===== src/rtl/neuron_ctrl_pkg.sv =====
`default_nettype none
// ============================================================================
// Module      : neuron_ctrl_pkg
// Description : Register map, STATUS layout and FSM encoding shared by the
//               neuron core controller and its spike-event FIFO.
// Revision    : 1.0 - initial release
// ============================================================================
package neuron_ctrl_pkg;

    localparam int c_fifo_depth_default = 16;

    // Word offsets within the 16-byte window (byte address bits [3:2])
    localparam logic [1:0] c_off_push   = 2'd0;
    localparam logic [1:0] c_off_num    = 2'd1;
    localparam logic [1:0] c_off_ctrl   = 2'd2;
    localparam logic [1:0] c_off_status = 2'd3;

    localparam int c_ctrl_start = 0;
    localparam int c_ctrl_clear = 1;

    localparam int c_stat_busy    = 0;
    localparam int c_stat_done    = 1;
    localparam int c_stat_ovf     = 2;
    localparam int c_stat_empty   = 3;
    localparam int c_stat_full    = 4;
    localparam int c_stat_cnt_lsb = 8;
    localparam int c_stat_iss_lsb = 16;

    typedef logic [2:0] state_t;

    localparam state_t c_st_idle   = 3'd0;
    localparam state_t c_st_wait   = 3'd1;
    localparam state_t c_st_issue  = 3'd2;
    localparam state_t c_st_settle = 3'd3;
    localparam state_t c_st_done   = 3'd4;

endpackage
`default_nettype wire


===== src/rtl/spike_event_fifo.sv =====
`default_nettype none
// ============================================================================
// Module      : spike_event_fifo
// Description : Synchronous FIFO with first-word-fall-through head; a push
//               while full is dropped based on the pre-pop occupancy.
// Revision    : 1.0 - initial release
// ============================================================================
module spike_event_fifo #(
    parameter int DEPTH = 16,
    parameter int WIDTH = 8
) (
    input  logic                     clk,
    input  logic                     rst,
    input  logic                     i_push,
    input  logic [WIDTH-1:0]         i_push_data,
    input  logic                     i_pop,
    input  logic                     i_clear,
    output logic [WIDTH-1:0]         o_head,
    output logic                     o_full,
    output logic                     o_empty,
    output logic [$clog2(DEPTH):0]   o_count
);

    localparam int              c_aw    = $clog2(DEPTH);
    localparam logic [c_aw:0]   c_depth = (c_aw + 1)'(DEPTH);

    logic [WIDTH-1:0] r_mem [DEPTH];
    logic [c_aw-1:0]  r_wr_ptr;
    logic [c_aw-1:0]  r_rd_ptr;
    logic [c_aw:0]    r_count;
    logic             w_do_push;
    logic             w_do_pop;

    assign o_full    = (r_count == c_depth);
    assign o_empty   = (r_count == '0);
    assign w_do_push = i_push & ~o_full;
    assign w_do_pop  = i_pop & ~o_empty;
    assign o_head    = r_mem[r_rd_ptr];
    assign o_count   = r_count;

    always_ff @(posedge clk) begin
        if (w_do_push) begin
            r_mem[r_wr_ptr] <= i_push_data;
        end
    end

    always_ff @(posedge clk) begin
        if (rst || i_clear) begin
            r_wr_ptr <= '0;
            r_rd_ptr <= '0;
            r_count  <= '0;
        end else begin
            if (w_do_push) begin
                r_wr_ptr <= r_wr_ptr + 1'b1;
            end
            if (w_do_pop) begin
                r_rd_ptr <= r_rd_ptr + 1'b1;
            end
            case ({w_do_push, w_do_pop})
                2'b10:   r_count <= r_count + 1'b1;
                2'b01:   r_count <= r_count - 1'b1;
                default: r_count <= r_count;
            endcase
        end
    end

endmodule
`default_nettype wire


===== src/rtl/neuron_core_controller.sv =====
`default_nettype none
// ============================================================================
// Module      : neuron_core_controller
// Description : Wishbone register file plus sequencer that replays buffered
//               axon indices to the neuron core one packet every 3 cycles.
// Revision    : 1.0 - initial release
// ============================================================================
module neuron_core_controller
    import neuron_ctrl_pkg::*;
#(
    parameter logic [31:0] BASE_ADDR  = 32'h3000C000,
    parameter int          FIFO_DEPTH = c_fifo_depth_default
) (
    input  logic        wb_clk_i,
    input  logic        wb_rst_i,
    input  logic        wbs_cyc_i,
    input  logic        wbs_stb_i,
    input  logic        wbs_we_i,
    input  logic [3:0]  wbs_sel_i,
    input  logic [31:0] wbs_adr_i,
    input  logic [31:0] wbs_dat_i,
    output logic        wbs_ack_o,
    output logic [31:0] wbs_dat_o,
    output logic [7:0]  axon_idx_o,
    output logic        axon_valid_o,
    output logic        new_image_packet_o,
    output logic        last_image_packet_o,
    output logic        busy_o,
    output logic        done_irq_o
);

    localparam int c_cw = $clog2(FIFO_DEPTH) + 1;

    state_t          r_state;
    state_t          w_state_nxt;
    logic            r_ack;
    logic [31:0]     r_dat;
    logic [15:0]     r_num_spikes;
    logic [15:0]     r_issued;
    logic [7:0]      r_axon_idx;
    logic            r_start;
    logic            r_clear;
    logic            r_done;
    logic            r_overflow;

    logic            w_req;
    logic            w_hit;
    logic            w_wr;
    logic            w_rd;
    logic            w_idle;
    logic [1:0]      w_off;
    logic            w_push;
    logic            w_pop;
    logic            w_full;
    logic            w_empty;
    logic [7:0]      w_head;
    logic [c_cw-1:0] w_count;
    logic [31:0]     w_status;
    logic [31:0]     w_rdata;
    logic            w_unused;

    assign w_unused = &{1'b0, wbs_sel_i, wbs_adr_i[1:0], wbs_dat_i[31:16]};

    assign w_idle = (r_state == c_st_idle);
    assign w_off  = wbs_adr_i[3:2];
    assign w_hit  = (wbs_adr_i[31:4] == BASE_ADDR[31:4]);
    // A new request is only taken while ack is low, so every access is 2 cycles
    assign w_req  = wbs_cyc_i & wbs_stb_i & ~r_ack;
    assign w_wr   = w_req & wbs_we_i & w_hit;
    assign w_rd   = w_req & ~wbs_we_i & w_hit;
    assign w_push = w_wr & (w_off == c_off_push);
    assign w_pop  = (r_state == c_st_wait) & ~w_empty;

    assign wbs_ack_o  = r_ack;
    assign wbs_dat_o  = r_dat;
    assign axon_idx_o = r_axon_idx;

    spike_event_fifo #(
        .DEPTH (FIFO_DEPTH),
        .WIDTH (8)
    ) u_fifo (
        .clk         (wb_clk_i),
        .rst         (wb_rst_i),
        .i_push      (w_push),
        .i_push_data (wbs_dat_i[7:0]),
        .i_pop       (w_pop),
        .i_clear     (r_clear),
        .o_head      (w_head),
        .o_full      (w_full),
        .o_empty     (w_empty),
        .o_count     (w_count)
    );

    always_comb begin
        w_status = '0;
        w_rdata  = '0;
        w_status[c_stat_busy]                = ~w_idle;
        w_status[c_stat_done]                = r_done;
        w_status[c_stat_ovf]                 = r_overflow;
        w_status[c_stat_empty]               = w_empty;
        w_status[c_stat_full]                = w_full;
        w_status[c_stat_cnt_lsb +: c_cw]     = w_count;
        w_status[c_stat_iss_lsb +: 16]       = r_issued;
        case (w_off)
            c_off_num:    w_rdata = {16'd0, r_num_spikes};
            c_off_status: w_rdata = w_status;
            default:      w_rdata = '0;
        endcase
    end

    always_ff @(posedge wb_clk_i) begin
        if (wb_rst_i) begin
            r_ack <= 1'b0;
            r_dat <= '0;
        end else begin
            r_ack <= w_req;
            r_dat <= w_rd ? w_rdata : 32'd0;
        end
    end

    // CTRL actions are registered so they land on the ack cycle
    always_ff @(posedge wb_clk_i) begin
        if (wb_rst_i) begin
            r_num_spikes <= '0;
            r_start      <= 1'b0;
            r_clear      <= 1'b0;
            r_overflow   <= 1'b0;
            r_done       <= 1'b0;
        end else begin
            r_start <= w_wr & w_idle & (w_off == c_off_ctrl) & wbs_dat_i[c_ctrl_start];
            r_clear <= w_wr & w_idle & (w_off == c_off_ctrl) & wbs_dat_i[c_ctrl_clear];
            if (w_wr && w_idle && (w_off == c_off_num)) begin
                r_num_spikes <= wbs_dat_i[15:0];
            end
            if (r_clear) begin
                r_overflow <= 1'b0;
            end else if (w_push && w_full) begin
                r_overflow <= 1'b1;
            end
            if (r_clear) begin
                r_done <= 1'b0;
            end else if (r_state == c_st_done) begin
                r_done <= 1'b1;
            end
        end
    end

    always_ff @(posedge wb_clk_i) begin
        if (wb_rst_i) begin
            r_state <= c_st_idle;
        end else begin
            r_state <= w_state_nxt;
        end
    end

    always_comb begin
        w_state_nxt = r_state;
        case (r_state)
            c_st_idle: begin
                if (r_start) begin
                    w_state_nxt = (r_num_spikes != 16'd0) ? c_st_wait : c_st_done;
                end
            end
            c_st_wait: begin
                if (!w_empty) begin
                    w_state_nxt = c_st_issue;
                end
            end
            c_st_issue:  w_state_nxt = c_st_settle;
            c_st_settle: begin
                w_state_nxt = ((r_issued + 16'd1) == r_num_spikes) ? c_st_done : c_st_wait;
            end
            c_st_done:   w_state_nxt = c_st_idle;
            default:     w_state_nxt = c_st_idle;
        endcase
    end

    always_comb begin
        axon_valid_o        = 1'b0;
        new_image_packet_o  = 1'b0;
        last_image_packet_o = 1'b0;
        busy_o              = ~w_idle;
        done_irq_o          = 1'b0;
        case (r_state)
            c_st_issue: begin
                axon_valid_o        = 1'b1;
                new_image_packet_o  = (r_issued == 16'd0);
                last_image_packet_o = (r_issued == (r_num_spikes - 16'd1));
            end
            c_st_done:  done_irq_o = 1'b1;
            default:    ;
        endcase
    end

    always_ff @(posedge wb_clk_i) begin
        if (wb_rst_i) begin
            r_issued   <= '0;
            r_axon_idx <= '0;
        end else begin
            if (w_idle && r_start && (r_num_spikes != 16'd0)) begin
                r_issued <= '0;
            end else if (r_state == c_st_settle) begin
                r_issued <= r_issued + 16'd1;
            end
            if (w_pop) begin
                r_axon_idx <= w_head;
            end
        end
    end

endmodule
`default_nettype wire


===== config.mk =====
export PLATFORM = sky130hd
export DESIGN_NAME = neuron_core_controller
export DESIGN_NICKNAME = d
export VERILOG_FILES = /design/src/rtl/neuron_ctrl_pkg.sv /design/src/rtl/spike_event_fifo.sv /design/src/rtl/neuron_core_controller.sv
export SDC_FILE = /design/constraint.sdc
export NUM_CORES = 1
export LEC_CHECK = 0
export CORE_MARGIN = 3
export CORE_UTILIZATION = 50
export CTS_CLUSTER_SIZE = 16
export DETAILED_ROUTE_END_ITERATION = 8
export PLACE_DENSITY_LB_ADDON = 0.25
export SETUP_SLACK_MARGIN = 0.3
export SLEW_MARGIN = 20
export SYNTH_ARGS = -nofsm -noshare
export SYNTH_HDL_FRONTEND = slang
export SYNTH_SLANG_ARGS = --single-unit

===== constraint.sdc =====
create_clock -name wb_clk_i -period 3.6 [get_ports wb_clk_i]
set_input_delay 0.72 -clock wb_clk_i [delete_from_list [all_inputs] [get_ports wb_clk_i]]
set_output_delay 0.72 -clock wb_clk_i [all_outputs]
set_load 0.05 [all_outputs]

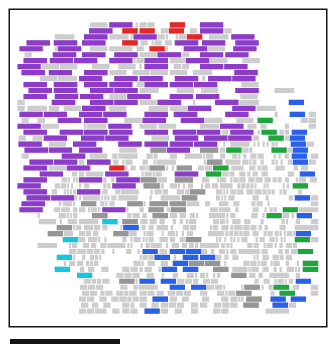
Figure 1: sequential cells colored by netlist name.
The bar under the picture is 50 um long.
purple -> u_fifo.r_mem  # flops 128
green -> r_issued  # flops 16
cyan -> u_fifo.o_count  # flops 5, where lower left
blue -> wbs_dat_o  # flops 32
red -> axon_idx_o  # flops 8, where top center
not colored = 32
area of all sequential standard cells: 0.005720 mm2
total sequential power: 2.67 mW
fraction of area in registers: 48.69%
final cell utilization of the core: 64.09%

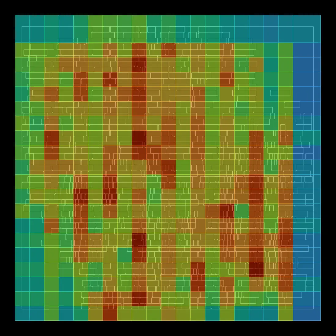
Figure 2: routing congestion.
met1 global-route usage: 28.44%
met3 Usage GRT: 2.976%
wire per inst: 20.08 um
global-route total usage across every layer: 21.48%
met2 track demand over resource: 37.33%

==> summary.json <==
{
  "post-route-min-period": {"value": 3.677, "unit": "ns"},
  "finalSetupViolations": {"value": 1},
  "top_usage_layer": {"value": "met2"},
  "dr_wl_met2": {"value": 11040, "unit": "um"},
  "violations": {"value": "negative setup slack"},
  "nFlopsAndLatches": {"value": 221},
  "enable_flop_cells": {"value": 128},
  "hold_removal_path_class": {"value": "reg2reg"},
  "critPathRequiredTime": {"value": 2.88, "unit": "ns"},
  "maxCapViolCount": {"value": 0},
  "postLayoutSetupSlackWorst": {"value": -0.07749, "unit": "ns"},
  "crit_path_start": {"value": "r_num_spikes[0]$_SDFFE_PP0P_"},
  "top_cells_by_count": {"value": "edfxtp_1, nor2_1, dfxtp_1"},
  "detail_route.first_pass.iterations": {"value": 4},
  "synthXorXnorAreaFrac": {"value": 5.938, "unit": "%"},
  "initial_antenna_violation_count": {"value": 0},
  "core.rowCount": {"value": 49},
  "post_synth_instance_area": {"value": 0.009545, "unit": "mm2"},
  "grt_setup_unrepaired": {"value": "yes"},
  "cts_tree": {"value": "built"},
  "share_of_the_synthesized_area_in_the_top_cell_type": {"value": 40.27, "unit": "%"},
  "grt_pass1_wl": {"value": 34960, "unit": "um"},
  "timing.critical_path.fanout_max": {"value": 6},
  "status": {"value": "complete, but fails checks"},
  "place_area": {"value": 0.01092, "unit": "mm2"},
  "mostFrequentLayoutCell": {"value": "edfxtp_1"},
  "timing.hold.ws": {"value": 0.4735, "unit": "ns"},
  "reg2reg_depth": {"value": 13},
  "drtIter0Drc": {"value": 338},
  "core_area": {"value": 0.01833, "unit": "mm2"},
  "logic_area": {"value": 0.003650, "unit": "mm2"},
  "synthTopLogicFamily": {"value": "simple AND/OR/NAND/NOR gates"},
  "totalPowerFinal": {"value": 5.217, "unit": "mW"},
  "top_layer": {"value": "met4"},
  "die-width": {"value": 144.2, "unit": "um"},
  "tool_warnings": {"value": 57},
  "worstSetupEndpoint": {"value": "last_image_packet_o"},
  "postSynthCellCount": {"value": 727}
}
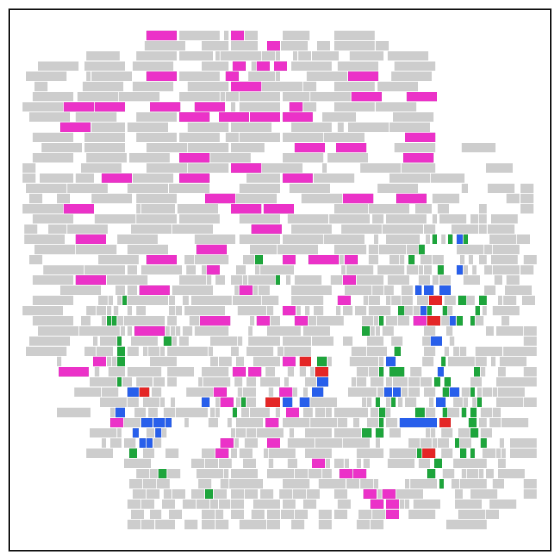
Figure 3: logic cells by family.
magenta -> mux cells  # cells 78, most used mux4_2
green -> nand cells  # cells 62, most used nand2_1
red -> non-inverting ao/oa cells  # cells 8
blue -> aoi and oai cells  # cells 29, most used a21oi_1
post-route insts no fill: 1080
fraction of area in multi-input gates: 31.06%

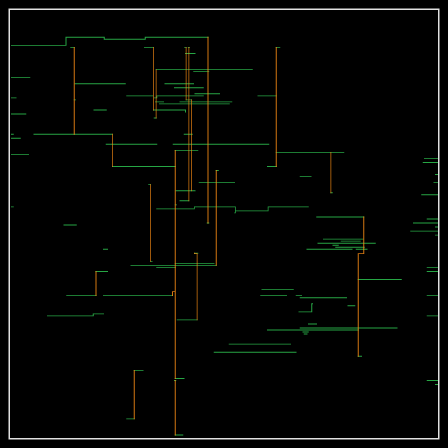
Figure 4: signal wires by layer.
Two of the layers only.
orange -> M4  # wire length 546 um
green -> M3  # wire length 944 um
sum of routed wire length over all layers: 21680 um
via total after detailed routing: 6172

-- flip-flops by register name, indices dropped and copies added, names as in the netlist --
register and cells:
r_issued 16, r_state 3, r_clear 1, r_done 1
wbs_dat_o 32, wbs_ack_o 1, u_fifo.r_mem 128, r_num_spikes 16
u_fifo.o_count 5, u_fifo.r_rd_ptr 4, axon_idx_o 8, r_overflow 1
u_fifo.r_wr_ptr 4, r_start 1
-- power breakdown --
group / switching [mW] / internal (mW) / total [mW]
combinational: 0.0528 / 0.0567 / 0.110
clock: 0.957 / 1.48 / 2.44
sequential: 0.000201 / 2.67 / 2.67
total: 1.01 / 4.21 / 5.22
-- critical path: stages (launching register included) --
cell and delay [ns]:
dfxtp_4 0.37, or2_4 0.28, nor4_4 0.16, xnor2_1 0.10, or4_1 0.55, or4_4 0.54
a2111oi_4 0.26, buf_12 0.18
Power and IR drop assume default switching activity.
